<file path="config.mk">
export PLATFORM = sky130hd
export DESIGN_NAME = fetch_redirect_unit
export DESIGN_NICKNAME = d
export VERILOG_FILES = /design/src/rtl/branch_pkg.sv /design/src/rtl/branch_fifo.sv /design/src/rtl/fetch_redirect_unit.sv
export SDC_FILE = /design/constraint.sdc
export NUM_CORES = 1
export LEC_CHECK = 0
export ABC_CLOCK_PERIOD_IN_PS = 7380
export CORE_AREA = 2 2 186 279
export CTS_CLUSTER_SIZE = 14
export DETAILED_ROUTE_END_ITERATION = 16
export DIE_AREA = 0 0 188 281
export DONT_BUFFER_PORTS = 1
export SYNTH_ARGS = -nofsm -noshare
export SYNTH_HDL_FRONTEND = slang
export SYNTH_HIERARCHICAL = 1
export SYNTH_SLANG_ARGS = --single-unit
</file>
<file path="constraint.sdc">
create_clock -name clk -period 7.38 [get_ports clk]
set_input_delay 1.476 -clock clk [delete_from_list [all_inputs] [get_ports clk]]
set_output_delay 1.476 -clock clk [all_outputs]
set_load 0.01 [all_outputs]
</file>
<file path="src/rtl/branch_pkg.sv">
// Shared opcodes, branch decode and the pending-branch queue entry layout.
package branch_pkg;

    localparam logic [5:0] BAL_OP = 6'b000001;
    localparam logic [3:0] BS_OP  = 4'b0001;

    typedef struct packed {
        logic [31:0] pc;
        logic [31:0] inst;
        logic        pred;
        logic [31:0] tgt;
    } br_entry_t;

    function automatic logic is_branch(input logic [31:0] inst);
        return (inst[31:26] == BAL_OP) || (inst[31:28] == BS_OP);
    endfunction

endpackage

</file>
<file path="src/rtl/branch_fifo.sv">
// Circular queue of pending branches; head visible combinationally, push/pop take effect at the edge.
// Latency 1 cycle push-to-head; no internal backpressure, caller must not push when full without a pop.
module branch_fifo
    import branch_pkg::*;
#(
    parameter int DEPTH = 4,
    parameter int PTR_W = 2
) (
    input  logic      clk,
    input  logic      rst,
    input  logic      push_i,
    input  logic      pop_i,
    input  logic      clear_i,
    input  br_entry_t push_dat_i,
    output br_entry_t head_o,
    output logic      full_o,
    output logic      empty_o
);

    br_entry_t        mem_q [DEPTH];
    logic [PTR_W-1:0] wr_ptr_q;
    logic [PTR_W-1:0] rd_ptr_q;
    logic [PTR_W:0]   cnt_q;

    always_ff @(posedge clk or posedge rst) begin
        if (rst) begin
            wr_ptr_q <= '0;
            rd_ptr_q <= '0;
            cnt_q    <= '0;
        end else if (clear_i) begin
            wr_ptr_q <= '0;
            rd_ptr_q <= '0;
            cnt_q    <= '0;
        end else begin
            if (push_i) wr_ptr_q <= wr_ptr_q + PTR_W'(1);
            if (pop_i)  rd_ptr_q <= rd_ptr_q + PTR_W'(1);
            case ({push_i, pop_i})
                2'b10:   cnt_q <= cnt_q + (PTR_W+1)'(1);
                2'b01:   cnt_q <= cnt_q - (PTR_W+1)'(1);
                default: cnt_q <= cnt_q;
            endcase
        end
    end

    // Storage needs no reset: an entry is only read once the count says it was written.
    always_ff @(posedge clk) begin
        if (push_i && !clear_i) mem_q[wr_ptr_q] <= push_dat_i;
    end

    assign head_o  = mem_q[rd_ptr_q];
    assign full_o  = (cnt_q == (PTR_W+1)'(DEPTH));
    assign empty_o = (cnt_q == '0);

endmodule

</file>
<file path="src/rtl/fetch_redirect_unit.sv">
// Next-PC generation, pending-branch tracking, mispredict redirect/flush and predictor update tuple.
// Redirect and update outputs appear 1 cycle after resolution; fetch_stall holds the PC when the queue is full.
// Optional BRANCH_STAT_EN builds saturating resolved/mispredict counters, otherwise they read 0.
module fetch_redirect_unit
    import branch_pkg::*;
#(
    parameter logic [31:0] RESET_PC = 32'h0001_0000,
    parameter int          DEPTH    = 4,
    parameter int          PTR_W    = 2
) (
    input  logic        clk,
    input  logic        rst,
    input  logic        stall,
    output logic [31:0] Iadd,
    input  logic        inst_valid,
    input  logic [31:0] Idata,
    input  logic        predict,
    input  logic [31:0] pred_target,
    input  logic        res_valid,
    input  logic        res_taken,
    input  logic [31:0] res_target,
    output logic        fetch_stall,
    output logic        flush,
    output logic        upd_valid,
    output logic [31:0] Badd,
    output logic [31:0] Bdata,
    output logic        result,
    output logic        q_err,
    output logic [31:0] stat_br,
    output logic [31:0] stat_miss
);

    logic [31:0] pc_q, pc_d;
    logic        flush_q;
    logic        upd_valid_q;
    logic [31:0] badd_q;
    logic [31:0] bdata_q;
    logic        result_q;
    logic        q_err_q;

    logic        br_fetch;
    logic        push;
    logic        pop;
    logic        mispredict;
    logic        q_full;
    logic        q_empty;
    br_entry_t   push_ent;
    br_entry_t   head;

    assign br_fetch = inst_valid && is_branch(Idata);
    assign pop      = res_valid && !q_empty;

    // A wrong target on a correctly-predicted taken branch is still a mispredict.
    assign mispredict = pop && ((res_taken != head.pred) ||
                                (res_taken && head.pred && (res_target != head.tgt)));

    assign fetch_stall = q_full && br_fetch && !res_valid;
    assign push        = !stall && br_fetch && (!q_full || pop);

    always_comb begin
        push_ent      = '0;
        push_ent.pc   = pc_q;
        push_ent.inst = Idata;
        push_ent.pred = predict;
        push_ent.tgt  = predict ? pred_target : pc_q + 32'd4;
    end

    always_comb begin
        pc_d = pc_q + 32'd4;
        if (mispredict)
            pc_d = res_taken ? res_target : head.pc + 32'd4;
        else if (stall || fetch_stall)
            pc_d = pc_q;
        else if (br_fetch && predict)
            pc_d = pred_target;
    end

    branch_fifo #(
        .DEPTH (DEPTH),
        .PTR_W (PTR_W)
    ) u_fifo (
        .clk        (clk),
        .rst        (rst),
        .push_i     (push),
        .pop_i      (pop),
        .clear_i    (mispredict),
        .push_dat_i (push_ent),
        .head_o     (head),
        .full_o     (q_full),
        .empty_o    (q_empty)
    );

    always_ff @(posedge clk or posedge rst) begin
        if (rst) begin
            pc_q        <= RESET_PC;
            flush_q     <= 1'b0;
            upd_valid_q <= 1'b0;
            badd_q      <= '0;
            bdata_q     <= '0;
            result_q    <= 1'b0;
            q_err_q     <= 1'b0;
        end else begin
            pc_q        <= pc_d;
            flush_q     <= mispredict;
            upd_valid_q <= pop;
            q_err_q     <= q_err_q || (res_valid && q_empty);
            if (pop) begin
                badd_q   <= head.pc;
                bdata_q  <= head.inst;
                result_q <= res_taken;
            end
        end
    end

`ifdef BRANCH_STAT_EN
    logic [31:0] stat_br_q;
    logic [31:0] stat_miss_q;

    always_ff @(posedge clk or posedge rst) begin
        if (rst) begin
            stat_br_q   <= '0;
            stat_miss_q <= '0;
        end else begin
            if (pop && (stat_br_q != 32'hFFFF_FFFF))
                stat_br_q <= stat_br_q + 32'd1;
            if (mispredict && (stat_miss_q != 32'hFFFF_FFFF))
                stat_miss_q <= stat_miss_q + 32'd1;
        end
    end

    assign stat_br   = stat_br_q;
    assign stat_miss = stat_miss_q;
`else
    assign stat_br   = '0;
    assign stat_miss = '0;
`endif

    assign Iadd      = pc_q;
    assign flush     = flush_q;
    assign upd_valid = upd_valid_q;
    assign Badd      = badd_q;
    assign Bdata     = bdata_q;
    assign result    = result_q;
    assign q_err     = q_err_q;

endmodule

</file>
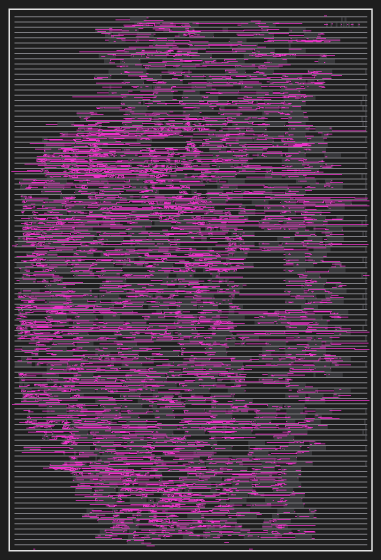
Figure 1: run 1, metal 1.
Supply wires on this layer in grey.
main direction: horizontal
wire length on this layer: 19900 microns
share of all routed wire: 36%

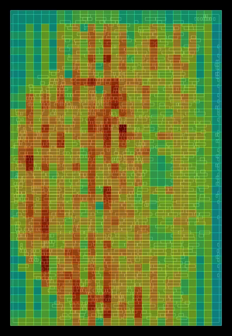
Figure 2: run 1, track usage over the die.
global routing met3 resource utilization: 5.79%
fraction of met2 tracks used by global routing: 38.1%

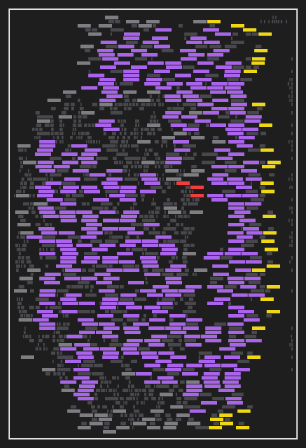
Figure 3: run 1, sequential cells grouped by signal name.
| colour | netlist name | placed flops |
|---|---|---|
| red | `u_fifo/cnt_q` | 3 |
| purple | `u_fifo/mem_q` | 388 |
| yellow | `Bdata` | 32 |

==> run notes, run 1 <==
Run status
* **outcome** complete, no violations

Floorplan
* **Rows** 101
* **IO Pins** 268
* **Die ar.** 52800 sq um
* **Init Core Util** 43.5%
* **die height** 281 microns
* **floorplan die width** 188 microns
* **core region area** 50400 sq um

Synth
* **number of instances in the synthesized netlist** 1345
* **Main synth FF type** sky130_fd_sc_hd__edfxtp_1
* **count of instantiated cells in the yosys netlist** 1345
* **flip-flop and latch count after synthesis** 495
* **cell taking the most area after synthesis** sky130_fd_sc_hd__edfxtp_1
* **biggest area contributors in the synthesized netlist** sky130_fd_sc_hd__edfxtp_1 (53%), sky130_fd_sc_hd__dfrtp_1 (12%), sky130_fd_sc_hd__mux4_2 (10%)
* **register area share after synthesis** 65.4%
* **average cell area after synthesis** 16.3 sq um
* **number of distinct library cells after synthesis** 64
* **share of Yosys cell area claimed by the top area cell type** 53.2%
* **async set-or-reset flop fraction in the synthesized netlist** 21.6%
* **EDFF count, synth** 388
* **Yosys chip area** 21900 sq um
* **warning count from the yosys run** 6
* **post-synthesis instance area** 21900 sq um

Clocking
* **Resize count post-CTS** 0
* **number of clock buffers inserted by TritonCTS** 47
* **TritonCTS clock tree** yes
* **clk root buf** sky130_fd_sc_hd__clkbuf_16
* **TritonCTS Sinks** 495
* **Post-CTS Repair Setup Buffers** 0
* **Worst-path clk slew** 0.06 ns
* **CTS H-tree depth** 2
* **number of buffers between clock root and the deepest sink** 3
* **post-cts hold-fix buffer tally** 0
* **Clk Latency, worst-skew pair** 0.57 ns

Power and ir drop
* **sw frac** 31.4%
* **switching component of the power** 2.67 mW
* **Combinational Power Share** 21.9%
* **Leakage** 7.99 nW
* **internal power** 5.85 mW
* **leading power group** sequential cells
* **clock distribution power** 2.47 mW
* **PnR Total Power** 8.53 mW
* **VDD IR-drop max** 0.193 mV
* **combinational cell power** 1.87 mW
* **portion of total power attributed to the clock network** 28.9%
* **share of total power in sequential cells** 49.2%
* **power density over the cells** 360 nW/um^2
* **seq pwr** 4.20 mW

Place
* **final weighted congestion in routability-driven placement** 0.802
* **number of buffers inserted by port buffering** 0
* **post-detailed-placement half-perimeter wirelength** 37600 microns
* **Post-Place Setup Slack** 2.24 ns
* **count of placed standard cells including taps** 1936
* **area of placed instances** 22100 sq um

GRT
* **maximum number of pins on one net before global-route repair** 67
* **via count of the first global-routing pass** 11706
* **remaining global-route overflow** 0
* **GRT Util Overall** 21.0%
* **number of antenna violations at the first check in global routing** 0
* **global-route wire length before repair** 80800 microns

Worst hold path
* **class of the tightest hold or removal check** reg -> reg
* **startpoint of the tightest hold check path** q_err$_DFF_PP0_
* **sink of the worst hold path** q_err$_DFF_PP0_
* **Cells on Worst Hold Path** 1

Flow run
* **OpenROAD warning count** 29
* **Max-Cap Viols** 0

Timing
* **worst relative slew slack** 25.8%
* **final max-slew violation count** 0
* **part of the cycle the worst path needs** 68.6%
* **RSZ-0062 raised after global routing** no
* **maximum clock rate** 0.198 GHz
* **setup clock skew after layout** 0.0240 ns
* **total of endpoints with negative setup slack in the final report** 0
* **Fin Hold WS** 0.527 ns
* **Hold Fails Final Rpt** 0
* **worst-case setup margin in the final layout** 2.32 ns
* **actual slew at the worst max-slew pin** 1.11 ns
* **clock period minus worst slack** 5.06 ns
* **final-layout setup total negative slack** 0 ns

Route
* **WL/cell** 27.5 microns
* **Via-to-Cell Ratio** 5.65
* **final wirelength** 55600 microns
* **Detailed Route Iter0 Violations** 893
* **number of nets with antenna violations after detailed routing** 0
* **DR vias** 11437
* **detailed-router iteration count before antenna repair** 5
* **number of remaining DRC errors** 0

Worst setup path
* **Worst Setup EP** u_fifo/mem_q[2][87]$_DFFE_PP_
* **Critical Path Start** u_fifo/rd_ptr_q[0]$_DFFE_PP0P_
* **start of the worst register-to-register path** u_fifo/rd_ptr_q[0]$_DFFE_PP0P_
* **required time of the worst setup path** 7.60 ns
* **arrival time at the worst endpoint** 5.28 ns
* **classification of the worst setup path** reg -> reg
* **biggest fanout along the worst timing path** 57
* **worst reg-to-reg path cell count** 10
* **Critical Path Start Type** register
* **type of element capturing the critical path** register
* **Worst R2R Setup Slack** 2.32 ns
* **RR Endpoint** u_fifo/mem_q[2][87]$_DFFE_PP_

Final layout
* **most frequent cells in the layout** sky130_fd_sc_hd__edfxtp_1 (388), sky130_fd_sc_hd__dfrtp_1 (104), sky130_fd_sc_hd__mux4_2 (97)
* **Final nets** 1427
* **filler cell count** 4338
* **most frequently placed logic cell in the final layout** sky130_fd_sc_hd__edfxtp_1
* **cell area after layout** 23700 sq um
* **Area Overhead vs Synth** 8.12%
* **final cell count without fillers** 2024
* **share of final-layout standard cells stronger than drive strength 1** 21.1%
* **core utilization of the finished layout** 47.0%
* **diode insertion count for antenna repair** 0

-- run 1: registers in the layout, summed over array words and instances, names as in the netlist --
register         cells
Bdata               32
upd_valid            1
result               1
u_fifo/wr_ptr_q      2
flush                1
q_err                1
Badd                32
Iadd                32
u_fifo/cnt_q         3
u_fifo/mem_q       388
u_fifo/rd_ptr_q      2
-- run 1: cell usage after synthesis, types with 5 or more instances --
library cell,instances
sky130_fd_sc_hd__edfxtp_1,388
sky130_fd_sc_hd__buf_4,106
sky130_fd_sc_hd__dfrtp_1,106
sky130_fd_sc_hd__mux4_2,97
sky130_fd_sc_hd__mux2_2,72
sky130_fd_sc_hd__nand2_1,67
sky130_fd_sc_hd__xor2_1,55
sky130_fd_sc_hd__mux2i_1,50
sky130_fd_sc_hd__nor2_1,41
sky130_fd_sc_hd__o21ai_0,40
sky130_fd_sc_hd__xnor2_1,38
sky130_fd_sc_hd__nand4_1,28
sky130_fd_sc_hd__clkbuf_1,27
sky130_fd_sc_hd__a21oi_1,24
sky130_fd_sc_hd__o22ai_1,22
sky130_fd_sc_hd__buf_2,19
sky130_fd_sc_hd__a31oi_1,14
sky130_fd_sc_hd__and3_1,14
sky130_fd_sc_hd__nand3_1,12
sky130_fd_sc_hd__nor4_1,11
sky130_fd_sc_hd__o21a_1,10
sky130_fd_sc_hd__inv_1,9
sky130_fd_sc_hd__and2_1,8
sky130_fd_sc_hd__and4_1,7
sky130_fd_sc_hd__ha_1,7
sky130_fd_sc_hd__nor3_1,7
sky130_fd_sc_hd__buf_1,6
sky130_fd_sc_hd__a2bb2oi_1,5
sky130_fd_sc_hd__o21ai_1,5
-- run 1: cell type report --
| cell class | count | area [sq um] | share of cell area, % |
|---|---|---|---|
| Inverter | 11 | 46.3 | 0.195 |
| Clock buffer | 70 | 1350 | 5.68 |
| Tap cell | 669 | 837 | 3.53 |
| Clock inverter | 18 | 226 | 0.956 |
| Sequential cell | 495 | 14300 | 60.5 |
| Multi-Input combinational cell | 740 | 6750 | 28.5 |
| Timing Repair Buffer | 21 | 158 | 0.665 |
-- run 1: worst max-delay path: stages, from the launching register on --
cell	delay [ns]
sky130_fd_sc_hd__dfrtp_4	0.97
sky130_fd_sc_hd__buf_4	0.39
sky130_fd_sc_hd__mux4_2	0.54
sky130_fd_sc_hd__xor2_1	0.18
sky130_fd_sc_hd__nor4_1	0.48
sky130_fd_sc_hd__nand4_1	0.21
sky130_fd_sc_hd__o211ai_1	0.23
sky130_fd_sc_hd__nand2_2	0.07
sky130_fd_sc_hd__nor2b_1	0.26
sky130_fd_sc_hd__and2_4	0.85
sky130_fd_sc_hd__buf_4	0.47
-- run 1: routing by layer --
metal | GRT usage, % | share of wire, % | up-vias
met2 | 38.1 | 53 | 447
met5 | 0 | 0 | -
met3 | 5.79 | 7.9 | 83
li1 | - | - | 4967
met1 | 23.9 | 36 | 5940
met4 | 6.99 | 3.1 | 0
-- run 1: cells by family after synthesis --
family          share of synthesized area (%)
flops                                    65.4
mux                                      16.1
simple gates                             5.53
buf+inv                                  5.05
compound gates                           3.68
xor+xnor                                 3.72
fa+ha+maj                               0.491
other cells                            0.0171
==> run 1 -> run 2 <==
Settings changed: ABC_CLOCK_PERIOD_IN_PS 7380 to 4290.
Clock period 7.38 ns to 4.29 ns, I/O delays scaled along.
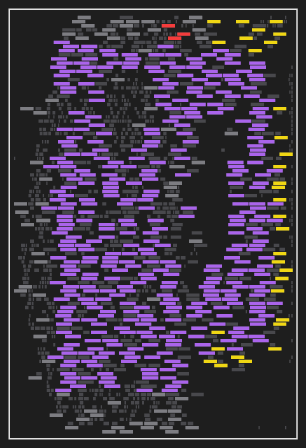
Figure 4: run 2, sequential cells grouped by signal name.
| colour | netlist name | placed flops |
|---|---|---|
| yellow | `Bdata` | 32 |
| red | `u_fifo/cnt_q` | 3 |
| purple | `u_fifo/mem_q` | 388 |
not coloured: 72
Storage cell area: 14300 sq um
core utilization of the finished layout: 47.5%
seq pwr: 7.06 mW
fraction of area in registers: 59.9%

==> run notes, run 2 <==
Worst setup path
* **Critical-path top delay cell** sky130_fd_sc_hd__dfrtp_4, unchanged
* **required time of the worst setup path** 4.49 ns, was 7.60 ns
* **most used cell, CP** sky130_fd_sc_hd__buf_4, unchanged
* **type of element capturing the critical path** register, unchanged
* **Critical Path Start Type** register, unchanged
* **biggest fanout along the worst timing path** 29, was 57
* **Critical Path, Cell by Cell** buf_4, mux4_2, xor2_1, nor4_1, nand4_1, o211ai_1, nand2_2, nor2b_1, and2_4, buf_4, unchanged
* **Worst R2R Setup Slack** 0.35 ns, was 2.32 ns
* **arrival time at the worst endpoint** 4.15 ns, was 5.28 ns
* **worst reg-to-reg path cell count** 10, unchanged
* **start of the worst register-to-register path** u_fifo/rd_ptr_q[0]$_DFFE_PP0P_, unchanged
* **classification of the worst setup path** reg -> reg, unchanged
* **RR Endpoint** u_fifo/mem_q[2][92]$_DFFE_PP_, was u_fifo/mem_q[2][87]$_DFFE_PP_
* **highest cell delay on the worst timing path** 0.81 ns, was 0.97 ns

Timing
* **final max-slew violation count** 0, unchanged
* **Hold Fails Final Rpt** 0, unchanged
* **setup clock skew after layout** 0.0275 ns, was 0.0240 ns
* **maximum clock rate** 0.254 GHz, was 0.198 GHz
* **actual slew at the worst max-slew pin** 1.10 ns, was 1.11 ns
* **part of the cycle the worst path needs** 91.9%, was 68.6%
* **total of endpoints with negative setup slack in the final report** 0, unchanged
* **RSZ-0062 raised after global routing** no, unchanged
* **worst relative slew slack** 26.7%, was 25.8%
* **clock period minus worst slack** 3.94 ns, was 5.06 ns

Final layout
* **most frequent cells in the layout** sky130_fd_sc_hd__edfxtp_1 (388), sky130_fd_sc_hd__dfrtp_1 (104), sky130_fd_sc_hd__mux4_2 (97), unchanged
* **register with the highest flop count** u_fifo/mem_q, unchanged
* **final cell count without fillers** 2039, was 2024
* **max FFs per register** 388, unchanged
* **Area Overhead vs Synth** 9.26%, was 8.12%
* **most frequently placed logic cell in the final layout** sky130_fd_sc_hd__edfxtp_1, unchanged
* **diode insertion count for antenna repair** 0, unchanged
* **filler cell count** 4321, was 4338
* **share of final-layout standard cells stronger than drive strength 1** 22.3%, was 21.1%
* **cell area after layout** 23900 sq um, was 23700 sq um
* **Final nets** 1444, was 1427

GRT
* **global-route wire length before repair** 82600 microns, was 80800 microns
* **GRT Util Overall** 21.5%, was 21.0%
* **maximum number of pins on one net before global-route repair** 101, was 67
* **via count of the first global-routing pass** 11997, was 11706
* **number of antenna violations at the first check in global routing** 0, unchanged
* **remaining global-route overflow** 0, unchanged

Floorplan
* **core region area** 50400 sq um, unchanged
* **IO Pins** 268, unchanged
* **Rows** 101, unchanged
* **floorplan die width** 188 microns, unchanged
* **die height** 281 microns, unchanged
* **Die ar.** 52800 sq um, unchanged
* **Init Core Util** 43.5%, unchanged

Flow run
* **OpenROAD warning count** 32, was 29
* **Max-Cap Viols** 0, unchanged

Synth
* **simple-gate share of the synthesized area** 5.53%, unchanged
* **flip-flop and latch count after synthesis** 495, unchanged
* **leading post-synthesis cells by instance count** sky130_fd_sc_hd__edfxtp_1 (388), sky130_fd_sc_hd__buf_4 (106), sky130_fd_sc_hd__dfrtp_1 (106), unchanged
* **number of distinct library cells after synthesis** 64, unchanged
* **average cell area after synthesis** 16.3 sq um, unchanged
* **share of Yosys cell area claimed by the top area cell type** 53.2%, unchanged
* **Yosys chip area** 21900 sq um, unchanged
* **Main logic family** multiplexers, unchanged
* **most common cell in the netlist** sky130_fd_sc_hd__edfxtp_1, unchanged
* **register area share after synthesis** 65.4%, unchanged
* **fa+ha+maj area frac** 0.491%, unchanged
* **count of instantiated cells in the yosys netlist** 1345, unchanged
* **cell taking the most area after synthesis** sky130_fd_sc_hd__edfxtp_1, unchanged
* **number of instances in the synthesized netlist** 1345, unchanged
* **biggest area contributors in the synthesized netlist** sky130_fd_sc_hd__edfxtp_1 (53%), sky130_fd_sc_hd__dfrtp_1 (12%), sky130_fd_sc_hd__mux4_2 (10%), unchanged
* **xor and xnor area share after synthesis** 3.72%, unchanged
* **async set-or-reset flop fraction in the synthesized netlist** 21.6%, unchanged
* **warning count from the yosys run** 6, unchanged
* **EDFF count, synth** 388, unchanged
* **Mux cell area share** 16.1%, unchanged
* **Synth Area in Compound Gates** 3.68%, unchanged
* **Main synth FF type** sky130_fd_sc_hd__edfxtp_1, unchanged
* **post-synthesis instance area** 21900 sq um, unchanged

Clocking
* **Resize count post-CTS** 0, unchanged
* **Worst-path clk slew** 0.06 ns, about the same
* **TritonCTS clock tree** yes, unchanged
* **Post-CTS Repair Setup Buffers** 0, unchanged
* **clk root buf** sky130_fd_sc_hd__clkbuf_16, unchanged
* **Clk Latency, worst-skew pair** 0.57 ns, about the same
* **number of buffers between clock root and the deepest sink** 3, unchanged
* **post-cts hold-fix buffer tally** 0, unchanged
* **CTS H-tree depth** 2, unchanged
* **TritonCTS Sinks** 495, unchanged
* **number of clock buffers inserted by TritonCTS** 47, unchanged

Power and ir drop
* **power density over the cells** 612 nW/um^2, was 360 nW/um^2
* **VDD IR-drop max** 0.313 mV, was 0.193 mV
* **Leakage** 8.11 nW, was 7.99 nW

Route
* **number of nets with antenna violations after detailed routing** 0, unchanged
* **detailed-router iteration count before antenna repair** 5, unchanged
* **number of remaining DRC errors** 0, unchanged
* **Detailed Route Iter0 Violations** 920, was 893
* **Via-to-Cell Ratio** 5.68, was 5.65
* **WL/cell** 27.7 microns, was 27.5 microns

Place
* **area of placed instances** 22400 sq um, was 22100 sq um
* **final weighted congestion in routability-driven placement** 0.847, was 0.802
* **number of buffers inserted by port buffering** 0, unchanged
* **post-detailed-placement half-perimeter wirelength** 38800 microns, was 37600 microns
* **count of placed standard cells including taps** 1953, was 1936

Worst hold path
* **class of the tightest hold or removal check** in -> async, was reg -> reg

Run status
* **outcome** complete, no violations, unchanged

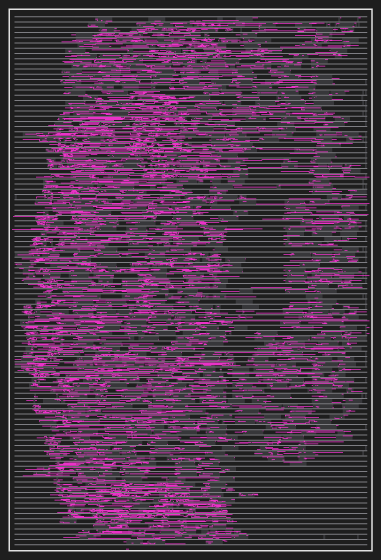
Figure 5: run 2, metal 1.
Supply wires on this layer in grey.
share of all routed wire: 35%
nets with wire on the layer: 1328
wire length on this layer: 19900 microns
met1 track utilization from global routing: 23.8%
final wirelength: 56500 microns
DR vias: 11587

run 2: netlist changes by cell type in the layout (fill, tap and decap cells not counted), moves of 4 or more:
cell / before / now
sky130_fd_sc_hd__buf_12: 0 / 13
sky130_fd_sc_hd__clkbuf_1: 17 / 12
sky130_fd_sc_hd__clkinv_2: 5 / 10
sky130_fd_sc_hd__buf_4: 21 / 25
run 2: logic make-up after synthesis:
family	count (synthesis)
buffers and inverters	173
multiplexers	222
AND/OR/NAND/NOR	220
flip-flops	495
XOR/XNOR	93
adder cells (fa/ha/maj)	8
AND-OR/OR-AND	133
other	1
run 2: worst max-delay path, delay by kind of cell (launching register included):
family	cells	cell delay, ns
AND/OR/NAND/NOR	5	1.10
AND-OR/OR-AND	1	0.25
XOR/XNOR	1	0.18
buffers and inverters	2	0.69
flip-flops	1	0.81
multiplexers	1	0.53
run 2: how the worst max path moves through the flow:
| stage | from | end | slack (ns) |
|---|---|---|---|
| after global placement | u_fifo/rd_ptr_q[0]$_DFFE_PP0P_ | u_fifo/mem_q[1][40]$_DFFE_PP_ | 0.35 |
| after detailed placement | u_fifo/rd_ptr_q[0]$_DFFE_PP0P_ | u_fifo/mem_q[1][38]$_DFFE_PP_ | 0.32 |
| after CTS | u_fifo/rd_ptr_q[0]$_DFFE_PP0P_ | u_fifo/mem_q[1][37]$_DFFE_PP_ | 0.32 |
| after global routing | u_fifo/rd_ptr_q[0]$_DFFE_PP0P_ | u_fifo/mem_q[2][91]$_DFFE_PP_ | 0.11 |
| final | u_fifo/rd_ptr_q[0]$_DFFE_PP0P_ | u_fifo/mem_q[2][92]$_DFFE_PP_ | 0.35 |
| after floorplan | u_fifo/rd_ptr_q[0]$_DFFE_PP0P_ | u_fifo/mem_q[0][0]$_DFFE_PP_ | -0.001 |
run 2: per-layer routing:
layer  vias up  global-route usage, %  part of all wire (%)
met5         -                      0                     0
met4         0                   7.41                   3.3
met3       100                   5.58                   7.2
met2       435                   39.6                    54
met1      6047                   23.8                    35
li1       5005                      -                     -
run 2: cell type report:
cell class                 count  area [sq um]  area share (%)
clock buffer                  65          1330            5.54
clock inverter                21           204           0.852
inverter                      11          46.3           0.193
multi-input combinational    740          6750            28.2
sequential                   495         14300            59.9
tap                          669           837            3.50
timing repair buffer          38           448            1.87
run 2: through the flow:
step	total power, mW	utilization (%)	worst slack [ns]	hold WS [ns]	TNS (ns)
final	14.7	47.5	0.347	0.162	0
after global routing	15.3	47.5	0.111	0.153	0
after CTS	14.9	47.5	0.317	0.140	0
after detailed placement	10.7	44.5	0.325	0.521	0
after global placement	10.6	44.5	0.353	0.514	0
after floorplan	9.78	-	-0.00138	0.492	-0.536
run 2: where the power goes:
group	leakage, nW	switching, mW	internal, mW	total [mW]
Sequential	4.76	1.07	5.99	7.06
Combinational	2.60	1.79	1.66	3.45
Clock	0.751	1.75	2.40	4.15
Total	8.11	4.61	10.1	14.7
No activity file was given, so power comes from the tool's default toggle rates.
